==> run_1/wires.png <==
Scale: 8 px per um. Two of the layers only.
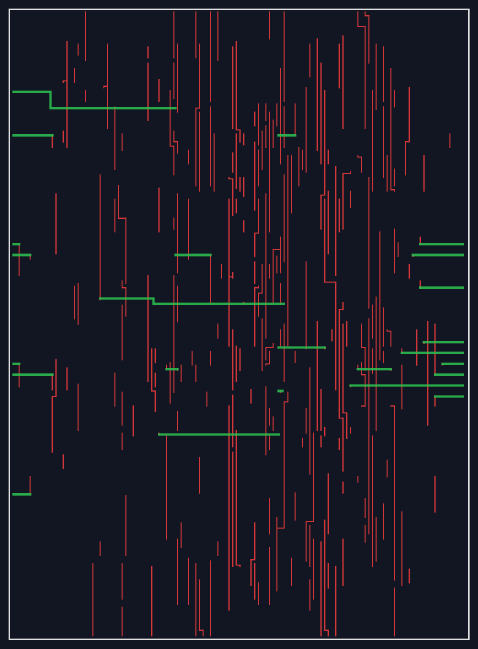
==> run_1/congestion.png <==
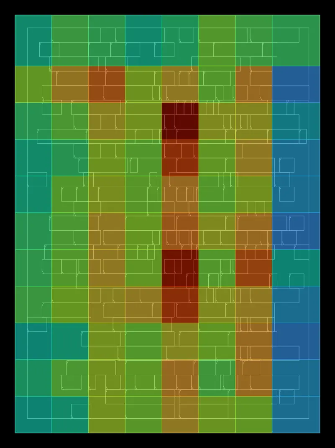
==> run_1/cell_density.png <==
Scale: 4 px per um. 6 x 8 tiles, from white (low) to dark blue (high), 0 to 100% covered.
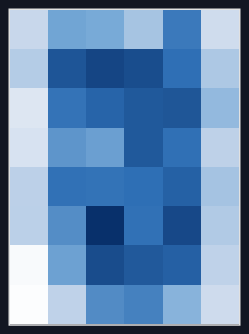
==> run_1/power_grid.png <==
Scale: 6 px per um. Pins as bars on the die edge.
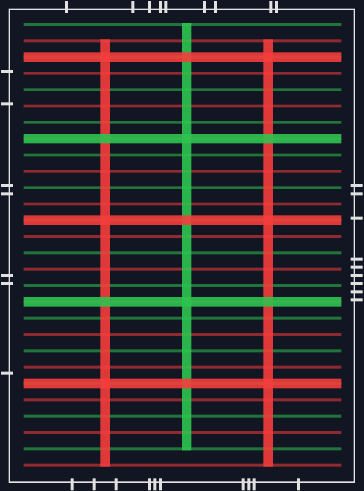
`src/rtl/input_frame_collector.sv`:
```
// Multi-player button front end: sync, optional debounce, press latching, per-frame {held, pressed} snapshot.
// Define INPUT_DEBOUNCE_EN to build the debounce filter; otherwise the filtered level is the synchronised pin.
module input_frame_collector #(
  parameter int CHANNELS        = 2,
  parameter int BUTTONS         = 5,
  parameter int DEBOUNCE_CYCLES = 4
) (
  input  logic                             clk,
  input  logic                             reset,
  input  logic                             trigger,
  input  logic [CHANNELS*BUTTONS-1:0]      buttons,
  output logic [2*CHANNELS*BUTTONS-1:0]    control_state,
  output logic                             state_valid,
  output logic                             any_activity
);
  localparam int N = CHANNELS * BUTTONS;

  if (DEBOUNCE_CYCLES < 1) begin : g_bad_debounce
    $error("DEBOUNCE_CYCLES must be at least 1");
  end

  logic [N-1:0] sync1;
  logic [N-1:0] sync2;
  logic [N-1:0] filtered;
  logic [N-1:0] filtered_d;
  logic [N-1:0] latch;
  logic [N-1:0] edges;
  logic [N-1:0] held;
  logic [N-1:0] pressed;

  always_ff @(posedge clk or posedge reset) begin
    if (reset) begin
      sync1 <= '0;
      sync2 <= '0;
    end else begin
      sync1 <= buttons;
      sync2 <= sync1;
    end
  end

`ifdef INPUT_DEBOUNCE_EN
  localparam int CW = $clog2(DEBOUNCE_CYCLES + 1);
  localparam logic [CW-1:0] LAST = CW'(DEBOUNCE_CYCLES - 1);

  logic [CW-1:0] cnt [N];

  // Counter holds the number of mismatched cycles already seen; the D-th one flips the level.
  always_ff @(posedge clk or posedge reset) begin
    if (reset) begin
      filtered <= '0;
      for (int i = 0; i < N; i++) cnt[i] <= '0;
    end else begin
      for (int i = 0; i < N; i++) begin
        if (sync2[i] == filtered[i]) begin
          cnt[i] <= '0;
        end else if (cnt[i] == LAST) begin
          filtered[i] <= sync2[i];
          cnt[i]      <= '0;
        end else begin
          cnt[i] <= cnt[i] + CW'(1);
        end
      end
    end
  end
`else
  assign filtered = sync2;
`endif

  assign edges = filtered & ~filtered_d;

  // A trigger both publishes and clears the latch, so an edge in that cycle lands in this snapshot only.
  always_ff @(posedge clk or posedge reset) begin
    if (reset) begin
      filtered_d   <= '0;
      latch        <= '0;
      held         <= '0;
      pressed      <= '0;
      state_valid  <= 1'b0;
      any_activity <= 1'b0;
    end else begin
      filtered_d  <= filtered;
      state_valid <= trigger;
      if (trigger) begin
        held         <= filtered;
        pressed      <= latch | edges;
        any_activity <= |(latch | edges);
        latch        <= '0;
      end else begin
        latch <= latch | edges;
      end
    end
  end

  always_comb begin
    control_state = '0;
    for (int i = 0; i < N; i++) begin
      control_state[2*i+1] = held[i];
      control_state[2*i]   = pressed[i];
    end
  end
endmodule

```
`config.mk`:
```
export PLATFORM = sky130hd
export DESIGN_NAME = input_frame_collector
export DESIGN_NICKNAME = d
export VERILOG_FILES = /design/src/rtl/input_frame_collector.sv
export SDC_FILE = /design/constraint.sdc
export NUM_CORES = 1
export LEC_CHECK = 0
export CORE_ASPECT_RATIO = 1.4
export CORE_MARGIN = 2
export CORE_UTILIZATION = 50
export DETAILED_ROUTE_END_ITERATION = 10
export PLACE_DENSITY = 0.78
export SLEW_MARGIN = 10
export SYNTH_ARGS = -nofsm -noshare
export SYNTH_HDL_FRONTEND = slang
export SYNTH_SLANG_ARGS = --single-unit
```
`constraint.sdc`:
```
create_clock -name clk -period 2.5 [get_ports clk]
set_clock_uncertainty 0.2 [all_clocks]
set_input_delay 0.375 -clock clk [delete_from_list [all_inputs] [get_ports clk]]
set_output_delay 0.375 -clock clk [all_outputs]
set_load 0.1 [all_outputs]
```
==> run_results.csv, run 1 <==
group,metric,value,unit
yosys,avgSynthCellArea,14.9,um2
yosys,syn_inst,133,
yosys,synth-xor-area-share,0,
clock_network,post_cts_buffers,0,
worst_hold_path,hp-class,"reg2reg",
yosys,synthMuxAreaShare,0.0567,
clock_network,hold_buffers,0,
timing,period_minus_slack,1.66,ns
status,status,"finished clean",
clock_network,htree_levels,3,
power,total_leakage_power,0.00119,uW
worst_setup_path,crit_arrival,1.66,ns
grt,grt_first_pass_wirelength,5050,um
detailed_routing,first_pass_iters,4,
finish,drive_above_1_share,0.320,
yosys,yosysChipArea,1990,um2
worst_setup_path,slowest_delay,0.69,ns
worst_setup_path,rr_startpoint,"filtered[9]$_DFF_PP0_",
grt,grt_util_met3,0.0511,
worst_setup_path,path_cells,"clkdlybuf4s50_1 > buf_12 > mux2_2",
detailed_routing,via_count,1105,
clock_network,cts_buffers,9,
floorplan,die_height,78.6,um
timing,drv_slew,0,
placement,numPortBuffers,34,
detailed_routing,wl_met2,1550,um
About wires.png:
Red stands for metal 2, wire length 1550 um. Green stands for metal 3, wire length 146 um.

About congestion.png:
routed len/inst: 13.4 um
GR peak layer: met2
GR Util All Layers: 0.150
GRT met1 Usage: 0.185
Final Util: 0.658

About cell_density.png:
27% of the tiles are over 75% full. The mean over all tiles is 56%. The emptiest ninth of the die: lower left. 2.1% of the tiles are nearly empty. The fullest tile reaches 100%.

About power_grid.png:
Green stands for VDD. Red stands for VSS.
28 met1 rails follow the rows. 35 signal pins sit on the boundary. 3 straps on met4. 5 straps on met5.

==> run 1: through the flow <==
step | setup slack [ns] | utilization | hold slack (ns)
floorplan | 0.384 | - | 0.131
global placement | 0.559 | 0.603 | 0.133
detailed placement | 0.524 | 0.603 | 0.138
CTS | 0.851 | 0.658 | 0.148
global route | 0.823 | 0.658 | 0.158
finish | 0.840 | 0.658 | 0.145
==> run 1: power by group <==
group | total (uW) | switching (uW) | internal [uW]
Clock | 927 | 341 | 586
Sequential | 1110 | 36.4 | 1070
Combinational | 452 | 348 | 104
Total | 2490 | 725 | 1760
==> run 1: worst max path at each step <==
stage                                to  slack, ns  cells past startpoint
6_report            held[2]$_DFFE_PP0P_       0.84                      3
5_1_grt             held[9]$_DFFE_PP0P_       0.82                      3
4_1_cts             held[2]$_DFFE_PP0P_       0.85                      3
3_5_place_dp        held[2]$_DFFE_PP0P_       0.52                      3
3_3_place_gp        held[1]$_DFFE_PP0P_       0.56                      3
2_1_floorplan  any_activity$_DFFE_PP0P_       0.38                      1
==> run 1: state kept, by name (all words and copies together) (netlist names) <==
register,count
state_valid,1
sync1,10
pressed,10
latch,10
any_activity,1
held,10
filtered,10
filtered_d,10
==> run 1: synth_stat cells <==
library cell,instances,share of area
a21oi_1,13,0.033
nor2_1,20,0.038
buf_2,4,0.010
o31a_1,1,0.0044
nand3_1,1,0.0025
mux2_2,10,0.057
buf_6,1,0.0057
inv_1,11,0.021
or2_2,1,0.0032
nand4_1,2,0.0063
a21oi_2,5,0.022
dfrtp_1,62,0.78
a21oi_4,2,0.016
==> run 1: area by class of cell <==
type                    count  area [um2]  share of cell area
flip-flops and latches     62        1550               0.607
multi-input cells          55         362               0.141
repair buffers             37         333               0.130
clock buffers              12         145              0.0568
clock inverters             4        70.1              0.0274
well taps                  43        53.8              0.0210
inverters                  11        41.3              0.0162
==> run_1/clk_routes.png <==
Scale: 8 px per um.
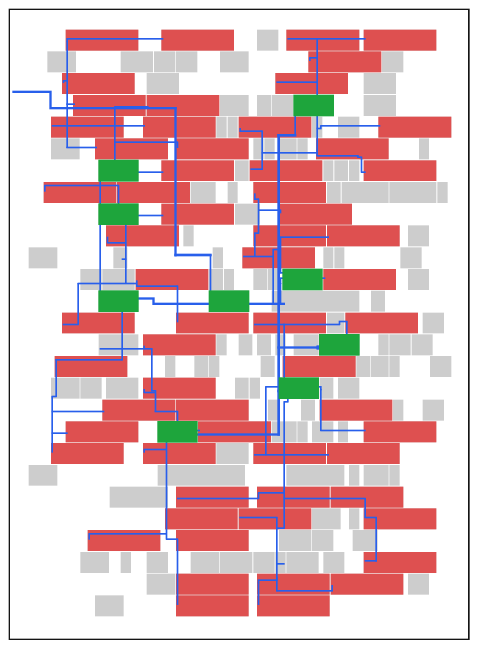

--- run 2 (diff from run 1) ---
- CORE_UTILIZATION: 50 -> 46
- PLACE_DENSITY: 0.78 -> 0.76
- clock period: 2.5 -> 1.5 ns (I/O delays scaled with it)
==> run_2/clk_routes.png <==
Scale: 6 px per um.
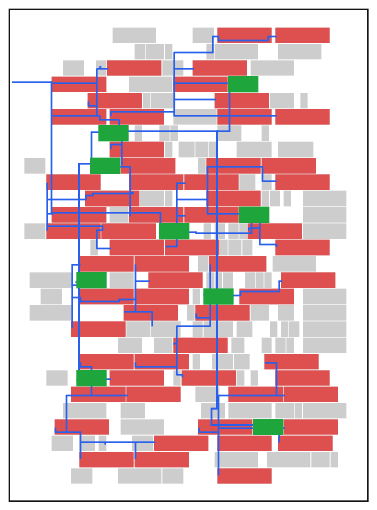
Blue stands for clock wires, length 633 um. Green stands for clock drivers, count 9. Red stands for flip-flops, count 62.
There are 10 routed clock nets.

==> run 2 against run 1 <==
Effect of this change: critical path depth stayed put; combinational power is 100% higher; core utilization grew 0.84 points; cell count rose by 1.8%; register-to-register slack worse by 1.0 ns; critical path type is now reg2reg; largest cell class unchanged.
==> run_results.csv, run 2 <==
group,metric,value,unit
finish,final_core_utilization,0.666,
placement,dp_slack,-0.0931,ns
yosys,most_common_cell,"dfrtp_1",
power,power_frac_clock,0.305,
timing,drv_slew,0,
grt,grt_first_pass_wirelength,5160,um
grt,grt_usage,0.152,
power,swShare,0.304,
power,seqPwrFrac,0.470,
status,status,"finished clean",
power,power.switching,1220,uW
detailed_routing,via_count,1118,
yosys,common_cells,"62 x dfrtp_1, 20 x nor2_1, 13 x a21oi_1",
timing,hold_ws,0.131,ns
detailed_routing,wl_per_cell,13.8,um
power,combPwrFrac,0.226,
clock_network,cts_buffers,9,
yosys,syn_inst,133,
detailed_routing,first_pass_iters,4,
clock_network,htree_levels,3,
yosys,synth_area_leader_cell,"dfrtp_1",
yosys,synth-async-reset-ratio,1.00,
yosys,synth-edff-count,0,
clock_network,post_cts_buffers,0,
worst_setup_path,crit_arrival,1.40,ns
## run 2: worst max path at each step
| stage | endpoint | slack [ns] |
|---|---|---|
| after floorplan | held[0]$_DFFE_PP0P_ | 0.04 |
| after global routing | any_activity$_DFFE_PP0P_ | 0.07 |
| final | any_activity$_DFFE_PP0P_ | 0.11 |
| after CTS | any_activity$_DFFE_PP0P_ | 0.09 |
| after global placement | held[6]$_DFFE_PP0P_ | -0.09 |
| after detailed placement | held[2]$_DFFE_PP0P_ | -0.09 |
## run 2: per-layer routing
| layer | global-route usage | up-vias | wire [um] |
|---|---|---|---|
| met5 | 0 | - | 0 |
| met3 | 0.0425 | 9 | 113 |
| met1 | 0.187 | 562 | 1340 |
| met2 | 0.223 | 25 | 1590 |
| li1 | - | 522 | - |
| met4 | 0.120 | 0 | 107 |
## run 2: critical path, cell delays in order (launching register included)
cell	delay [ns]
dfrtp_1	0.40
a21oi_2	0.19
nand4_1	0.16
o31a_1	0.32
## run 2: cells by family after synthesis
| group | share of synthesized area |
|---|---|
| flip-flops | 0.781 |
| AND/OR/NAND/NOR | 0.0498 |
| AND-OR/OR-AND | 0.0756 |
| buffers and inverters | 0.0365 |
| multiplexers | 0.0567 |
## run 2: area by class of cell
| type | instances | area (um2) |
|---|---|---|
| Clock buffer | 14 | 163 |
| Fill cell | 298 | 1400 |
| Tap cell | 45 | 56.3 |
| Timing Repair Buffer | 40 | 618 |
| Inverter | 11 | 45.0 |
| Multi-Input combinational cell | 55 | 362 |
| Clock inverter | 1 | 5.00 |
| Sequential cell | 62 | 1550 |
## run 2: power by group through the flow
stage	clock network [uW]	registers (uW)	logic (uW)
2_1_floorplan	0	2310	140
3_3_place_gp	0	1910	902
3_5_place_dp	0	1920	914
4_1_cts	1260	1890	916
5_1_grt	1330	1900	941
6_report	1220	1890	907
Power figures rest on the tool's default switching activity, not on a simulated workload.
